## src/rtl/switch_pkg.sv

```systemverilog
// -----------------------------------------------------------------------------
// switch_pkg
// Shared definitions for the switch egress path: header word field positions,
// FIFO entry valid-marker position, port count and the scheduler FSM encoding.
// -----------------------------------------------------------------------------
package switch_pkg;

  localparam int NUM_PORTS = 4;
  localparam int PTR_W     = 2;

  // FIFO entry is {valid, word}; the marker sits just above the data word.
  localparam int VALID_BIT = 32;

  // Header word layout
  localparam int DEST_MSB = 31;
  localparam int DEST_LSB = 24;
  localparam int LEN_MSB  = 23;
  localparam int LEN_LSB  = 8;
  localparam int SEQ_MSB  = 7;
  localparam int SEQ_LSB  = 0;

  typedef enum logic {
    ST_IDLE = 1'b0,
    ST_XFER = 1'b1
  } sched_state_t;

  // Payload words still to come after the header; a zero length is a
  // header-only packet, the same as a length of one.
  function automatic logic [15:0] words_after_header(input logic [15:0] len);
    return (len == 16'd0) ? 16'd0 : (len - 16'd1);
  endfunction

endpackage

```

## src/rtl/rr_arbiter.sv

```systemverilog
// -----------------------------------------------------------------------------
// rr_arbiter
// Pointer-based round-robin pick among NUM_PORTS requesters. Purely
// combinational: the first requester at or after i_ptr (wrapping) wins.
// Ports:
//   i_req   [NUM_PORTS-1:0]  request vector (input FIFO non-empty)
//   i_ptr   [PTR_W-1:0]      highest-priority index this round
//   o_pick  [PTR_W-1:0]      winning index (0 when nothing requests)
//   o_found                  at least one request present
// -----------------------------------------------------------------------------
module rr_arbiter
  import switch_pkg::*;
(
  input  logic [NUM_PORTS-1:0] i_req,
  input  logic [PTR_W-1:0]     i_ptr,
  output logic [PTR_W-1:0]     o_pick,
  output logic                 o_found
);

  logic [PTR_W-1:0] w_idx;

  // Walk from the farthest offset back to the pointer so the nearest
  // requester is the last (and therefore winning) assignment.
  always_comb begin
    o_found = 1'b0;
    o_pick  = '0;
    w_idx   = '0;
    for (int off = NUM_PORTS - 1; off >= 0; off--) begin
      w_idx = i_ptr + PTR_W'(off);
      if (i_req[w_idx]) begin
        o_found = 1'b1;
        o_pick  = w_idx;
      end
    end
  end

endmodule

```

## src/rtl/output_port_scheduler.sv

```systemverilog
// -----------------------------------------------------------------------------
// output_port_scheduler
// Egress stage of one switch output port. Drains the per-input packet FIFOs
// (first-word-fall-through) one whole packet at a time onto a 32-bit
// valid/ready stream, with round-robin choice of the next input.
//
// State table:
//   ST_IDLE | no packet in flight; pick next non-empty input from rr pointer
//   ST_XFER | forwarding the granted input's packet until its last word pops
//
// Ports:
//   clk, rst       clock / synchronous active-high reset
//   fifo_empty     per-input FIFO empty flags
//   fifo_dout      per-input head entries {valid, word}, input 0 in low bits
//   fifo_rd_en     one-hot pop strobe to the granted FIFO
//   out_word       egress data word
//   out_valid      out_word valid; accepted when out_ready is also high
//   out_ready      egress backpressure
//   out_sop        out_word is a header
//   out_eop        out_word is the last word of the packet
//   grant          input currently granted
//   err_dest       pulse: popped header has dest_id != PORT_ID
//   err_invalid    pulse: dropped an entry whose valid marker was clear
//   pkt_count      packets completed since reset (wraps)
// -----------------------------------------------------------------------------
module output_port_scheduler
  import switch_pkg::*;
#(
  parameter int PORT_ID = 1,
  parameter int NUM_IN  = 4,
  parameter int DATA_W  = 32
) (
  input  logic                          clk,
  input  logic                          rst,
  input  logic [NUM_IN-1:0]             fifo_empty,
  input  logic [NUM_IN*(DATA_W+1)-1:0]  fifo_dout,
  output logic [NUM_IN-1:0]             fifo_rd_en,
  output logic [DATA_W-1:0]             out_word,
  output logic                          out_valid,
  input  logic                          out_ready,
  output logic                          out_sop,
  output logic                          out_eop,
  output logic [PTR_W-1:0]              grant,
  output logic                          err_dest,
  output logic                          err_invalid,
  output logic [15:0]                   pkt_count
);

  sched_state_t     r_state;
  logic [PTR_W-1:0] r_rr_ptr;
  logic [PTR_W-1:0] r_grant;
  logic [15:0]      r_remain;
  logic             r_sop;
  logic [15:0]      r_pkt_count;

  logic [PTR_W-1:0] w_pick;
  logic             w_found;
  logic [DATA_W:0]  w_entry;
  logic             w_head_avail;
  logic             w_xfer;
  logic             w_valid;
  logic             w_drop;
  logic             w_accept;
  logic [15:0]      w_len;
  logic             w_eop;

  rr_arbiter u_rr_arbiter (
    .i_req   (~fifo_empty),
    .i_ptr   (r_rr_ptr),
    .o_pick  (w_pick),
    .o_found (w_found)
  );

  assign w_entry      = fifo_dout[r_grant*(DATA_W+1) +: (DATA_W+1)];
  assign w_head_avail = !fifo_empty[r_grant];
  // Outputs are combinational off the FIFO head; holding them low while rst
  // is high keeps a mid-packet reset from popping or presenting a word.
  assign w_xfer       = (r_state == ST_XFER) && !rst;
  assign w_valid      = w_xfer && w_head_avail && w_entry[VALID_BIT];
  assign w_drop       = w_xfer && w_head_avail && !w_entry[VALID_BIT];
  assign w_accept     = w_valid && out_ready;
  assign w_len        = w_entry[LEN_MSB:LEN_LSB];
  assign w_eop        = w_valid && ((r_sop && (w_len <= 16'd1)) ||
                                    (!r_sop && (r_remain == 16'd1)));

  assign fifo_rd_en  = (w_accept || w_drop) ? (NUM_IN'(1) << r_grant) : '0;
  assign out_word    = w_xfer ? w_entry[DATA_W-1:0] : '0;
  assign out_valid   = w_valid;
  assign out_sop     = w_valid && r_sop;
  assign out_eop     = w_eop;
  assign err_dest    = w_accept && r_sop &&
                       (w_entry[DEST_MSB:DEST_LSB] != 8'(PORT_ID));
  assign err_invalid = w_drop;
  assign grant       = r_grant;
  assign pkt_count   = r_pkt_count;

  always_ff @(posedge clk) begin
    if (rst) begin
      r_state     <= ST_IDLE;
      r_rr_ptr    <= '0;
      r_grant     <= '0;
      r_remain    <= '0;
      r_sop       <= 1'b1;
      r_pkt_count <= '0;
    end else begin
      case (r_state)
        ST_IDLE: begin
          if (w_found) begin
            r_grant <= w_pick;
            r_sop   <= 1'b1;
            r_state <= ST_XFER;
          end
        end
        ST_XFER: begin
          // Dropped invalid entries never reach here: only accepted words
          // advance the packet.
          if (w_accept) begin
            if (w_eop) begin
              r_state     <= ST_IDLE;
              r_rr_ptr    <= r_grant + PTR_W'(1);
              r_pkt_count <= r_pkt_count + 16'd1;
              r_sop       <= 1'b1;
              r_remain    <= '0;
            end else if (r_sop) begin
              r_remain <= words_after_header(w_len);
              r_sop    <= 1'b0;
            end else begin
              r_remain <= r_remain - 16'd1;
            end
          end
        end
        default: r_state <= ST_IDLE;
      endcase
    end
  end

endmodule
```

## config.mk

```make
export PLATFORM = sky130hd
export DESIGN_NAME = output_port_scheduler
export DESIGN_NICKNAME = d
export VERILOG_FILES = /design/src/rtl/switch_pkg.sv /design/src/rtl/rr_arbiter.sv /design/src/rtl/output_port_scheduler.sv
export SDC_FILE = /design/constraint.sdc
export NUM_CORES = 1
export LEC_CHECK = 0
export CORE_MARGIN = 3
export CORE_UTILIZATION = 43
export DETAILED_ROUTE_END_ITERATION = 8
export PLACE_DENSITY = 0.93
export SLEW_MARGIN = 0
export SYNTH_ARGS = -nofsm -noshare
export SYNTH_HDL_FRONTEND = slang
export SYNTH_SLANG_ARGS = --single-unit
```

## constraint.sdc

```tcl
create_clock -name clk -period 6.9 [get_ports clk]
set_clock_uncertainty 0.15 [all_clocks]
set_input_delay 1.38 -clock clk [delete_from_list [all_inputs] [get_ports clk]]
set_output_delay 1.38 -clock clk [all_outputs]
set_load 0.05 [all_outputs]
```

Layout detail:
Window x 34 to 64, y 54 to 84 um. Cells in grey, sequential cells in the stronger grey; small squares are vias.
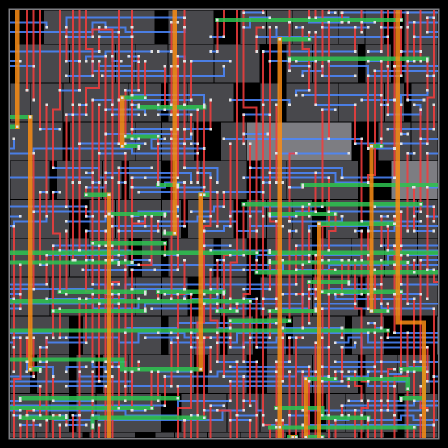
M2 -> red
M3 -> green
M1 -> blue
M4 -> orange
cells with their middle in the window = 105
sequential cells in the window = 1
netlist names of flops here include = r_remain (1)
most frequent = nor2_1 (10), o21ai_0 (8)

Wiring by layer:
Drawn at 4 px/um. Only two layers are drawn.
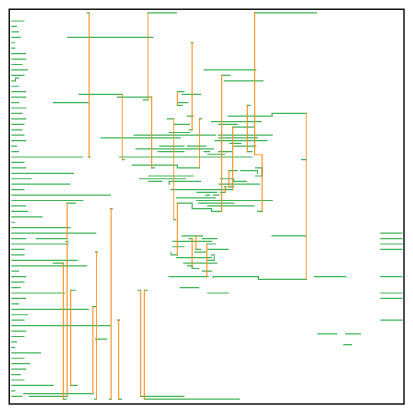
M3 -> green  # wire length 1160 um
M4 -> orange  # wire length 630 um
via count: 4240
GR Util All Layers: 27.7%
final WL: 13.8 mm
detailed-route wire length per cell: 19.9 um

Routing congestion map:
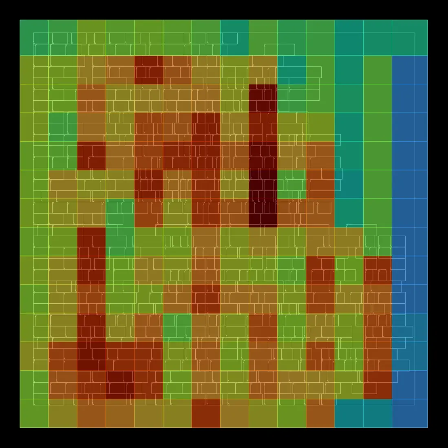
grt peak-use layer: met2
met1 Track Usage GR: 31.9%
Final Core Density: 71.1%
met3 usage: 6.71%

==> flow_summary.toml <==
# flow metrics
[run_status]
status = "finished clean"

[placed_design]
post_dp_cell_area_sq_mm = 0.00574
io_buffers = 197
hpwl_mm = 11.0
gp_congestion = 0.942

[layout]
syn2layout_area_growth_pct = 60.4
drive_gt1_share_pct = 10.6
fin_area_sq_mm = 0.00587
antennaDiodeCount = 0
n_fill_cell = 588

[yosys]
syn_area_sq_mm = 0.00366
top_logic_kind = "simple AND/OR/NAND/NOR gates"
ys_ff = 38
simple_gate_area_share_pct = 26.2
avgSynthCellArea_sq_um = 9.07
yosys.area.top_type = "dfxtp_1"
yosys-top-cells-area = "dfxtp_1, mux4_2, and2_1, a21oi_1, o31ai_1"
yosys.area.top_type_share_pct = 20.8
ys_seq_share_pct = 20.8
common_cells = "dfxtp_1, and2_1, mux4_2"
synth_top_flop_cell = "dfxtp_1"
synth-xor-area-share_pct = 4.07
synth_warnings = 0
ys_area_sq_mm = 0.00366
yosysMostFrequentCell = "dfxtp_1"
yosys-stat-cells = 404
async_flop_share_pct = 0
yosys.area_share.aoi_pct = 18.9
mux_area_share_pct = 21.9

[detailed_routing]
drtPass1Iterations = 5
ant_nets = 0
drt_iter0_drc = 368
drc = 0
vias_per_cell = 6.13

[worst_setup_path]
r2r-end = "r_remain[4]"
worstRegToRegCells = 9
cp-start-kind = "primary input"
critPathTopFamily = "buffers and inverters"
cp_num_buf_inv = 4
slowest_stage = "clkdlybuf4s50_1"
cp_max_fo = 5
ff2ff_setup_slack_ns = 2.86
crit_required_ns = 5.37
crit_arrival_ns = 4.46
worstPathCellList = "clkdlybuf4s50_1, mux4_2, inv_1, ha_1, o21ai_0, nor3_1, nand3_1, o21ai_0, buf_4, and2_1, clkdlybuf4s50_1"

[grt]
grt_antenna_before_repair = 0
gr-total-overflow = 0
first_global_vias = 4257
grt_max_degree = 38
grt_pass1_wl_mm = 21.6

[die]
design.core.area_sq_mm = 0.00826
die.size.y_um = 98.3
fp_util_pct = 44.3
die_w_um = 98.3
die_area_sq_mm = 0.00966
num_rows = 33

[timing]
period_used_pct = 86.8
layout_min_cycle_time_ns = 5.99
final_hold_viol_count = 0
tightestPinTransition_ns = 1.26
fmax_mhz = 167
slew_headroom_pct = 15.4
rsz0062_at_grt = "false"

[worst_hold_path]
hold_path.class = "reg -> reg"
hold_path.startpoint = "r_remain[14]"

[power_and_ir_drop]
power.density_mw_per_mm2 = 130
power_leakage_uw = 0.00204
p_sw_share_pct = 31.2
power_frac_comb_pct = 38.6
internal_power_uw = 524

[clocking]
holdBufCountCts = 0
cts_resized = 0
clk_pin_slew_ns = 0.07
insertion_delay_ns = 0.30
h-tree-depth = 2
cts_buffer_depth = 2
cts_sinks = 38

[flow_run]
max-cap-violations = 0
warnings = 31
The metal 1 layer:
Drawn at 4 px/um. Supply wires on this layer in grey.
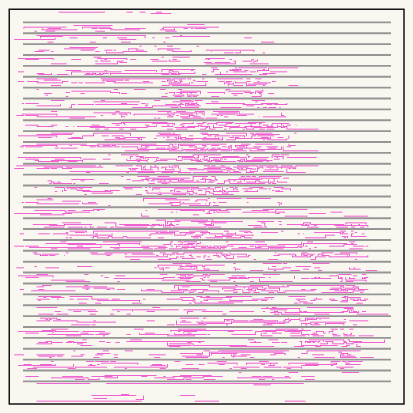
longest straight run = 49.2 um
main direction = horizontal

Logic cells by family:
Drawn at 4 px/um.
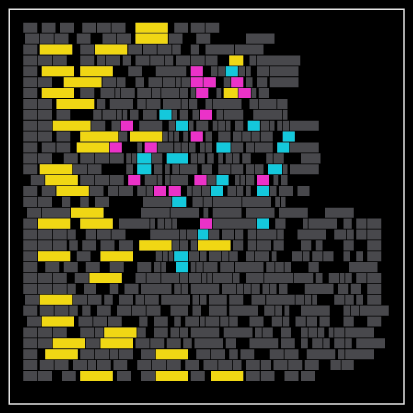
mux cells -> yellow  # cells 36, most used mux4_2
non-inverting ao/oa cells -> cyan  # cells 19, most used a22o_1
xor and xnor cells -> magenta  # cells 17, most used xnor2_1

==> kinds of logic (layout without fill, tap and decap cells) <==
kind of cell | after synthesis | after routing
and+or+nand+nor | 160 | 160
AOI/OAI and AO/OA | 102 | 102
buffers and inverters | 42 | 225
DFF | 38 | 38
muxes | 36 | 36
xor gates and xnor gates | 17 | 17
adders and majority gates | 9 | 9
==> power groups by stage <==
stage / combinational, uW / sequential, uW / clock, uW
after detailed placement: 290 / 239 / 0
after global routing: 310 / 235 / 245
final: 294 / 234 / 234
after CTS: 291 / 234 / 235
after global placement: 282 / 239 / 0
after floorplan: 164 / 233 / 0
==> metal layers <==
metal  share of wire [%]  vias to the layer above  GRT usage [%]  wire (um)
li1                    -                     1940              -          -
met1                  36                     1976           31.9       4910
met2                  51                      262           49.1       7100
met3                 8.4                       62           6.71       1160
met4                 4.6                        0           11.1        630
met5                   0                        -              0          0
==> cell type report <==
cell class,count,area [sq um],area share (%)
timing repair buffer,204,2070,35.3
clock buffer,5,68.8,1.17
tap,105,131,2.24
sequential,38,763,13.0
multi-input combinational,324,2720,46.3
clock inverter,3,68.8,1.17
inverter,13,48.8,0.831
==> flip-flops by register name, summed over array words and instances, names as in the netlist <==
register,cells
r_rr_ptr,2
r_sop,1
r_remain,16
grant,2
pkt_count,16
r_state,1
==> per-stage QoR <==
stage               power (uW)  hold slack (ns)  worst slack [ns]  std cells
floorplan                  398            0.274              1.70        404
global placement           521            0.292              1.06        684
detailed placement         529            0.292             0.982        684
CTS                        760            0.315             0.964        692
global route               791            0.348             0.765        692
finish                     762            0.323             0.909        692
==> cell usage in the layout (no fill, tap or decap), types with 9 or more instances in the layout <==
cell	count
nor2_1	18
inv_1	13
mux4_2	30
a21oi_1	26
nor3_1	14
o21ai_0	16
and2_1	37
or4_1	15
o31ai_1	17
dfxtp_1	36
nand3_1	14
clkdlybuf4s50_1	192
nand4_1	10
ha_1	9
xnor2_1	9
nand2_1	20
==> worst max path at each step <==
stage                                to            from  cells past startpoint  slack, ns
after global routing            out_eop  fifo_dout[108]                     11       0.76
after CTS                       out_eop  fifo_dout[108]                     11       0.96
after detailed placement        out_eop  fifo_dout[108]                     11       0.98
after floorplan           fifo_rd_en[0]  fifo_dout[131]                      4       1.70
final                           out_eop   fifo_dout[74]                     11       0.91
after global placement          out_eop   fifo_dout[74]                     11       1.06
Power is estimated from default activity; no workload was simulated.
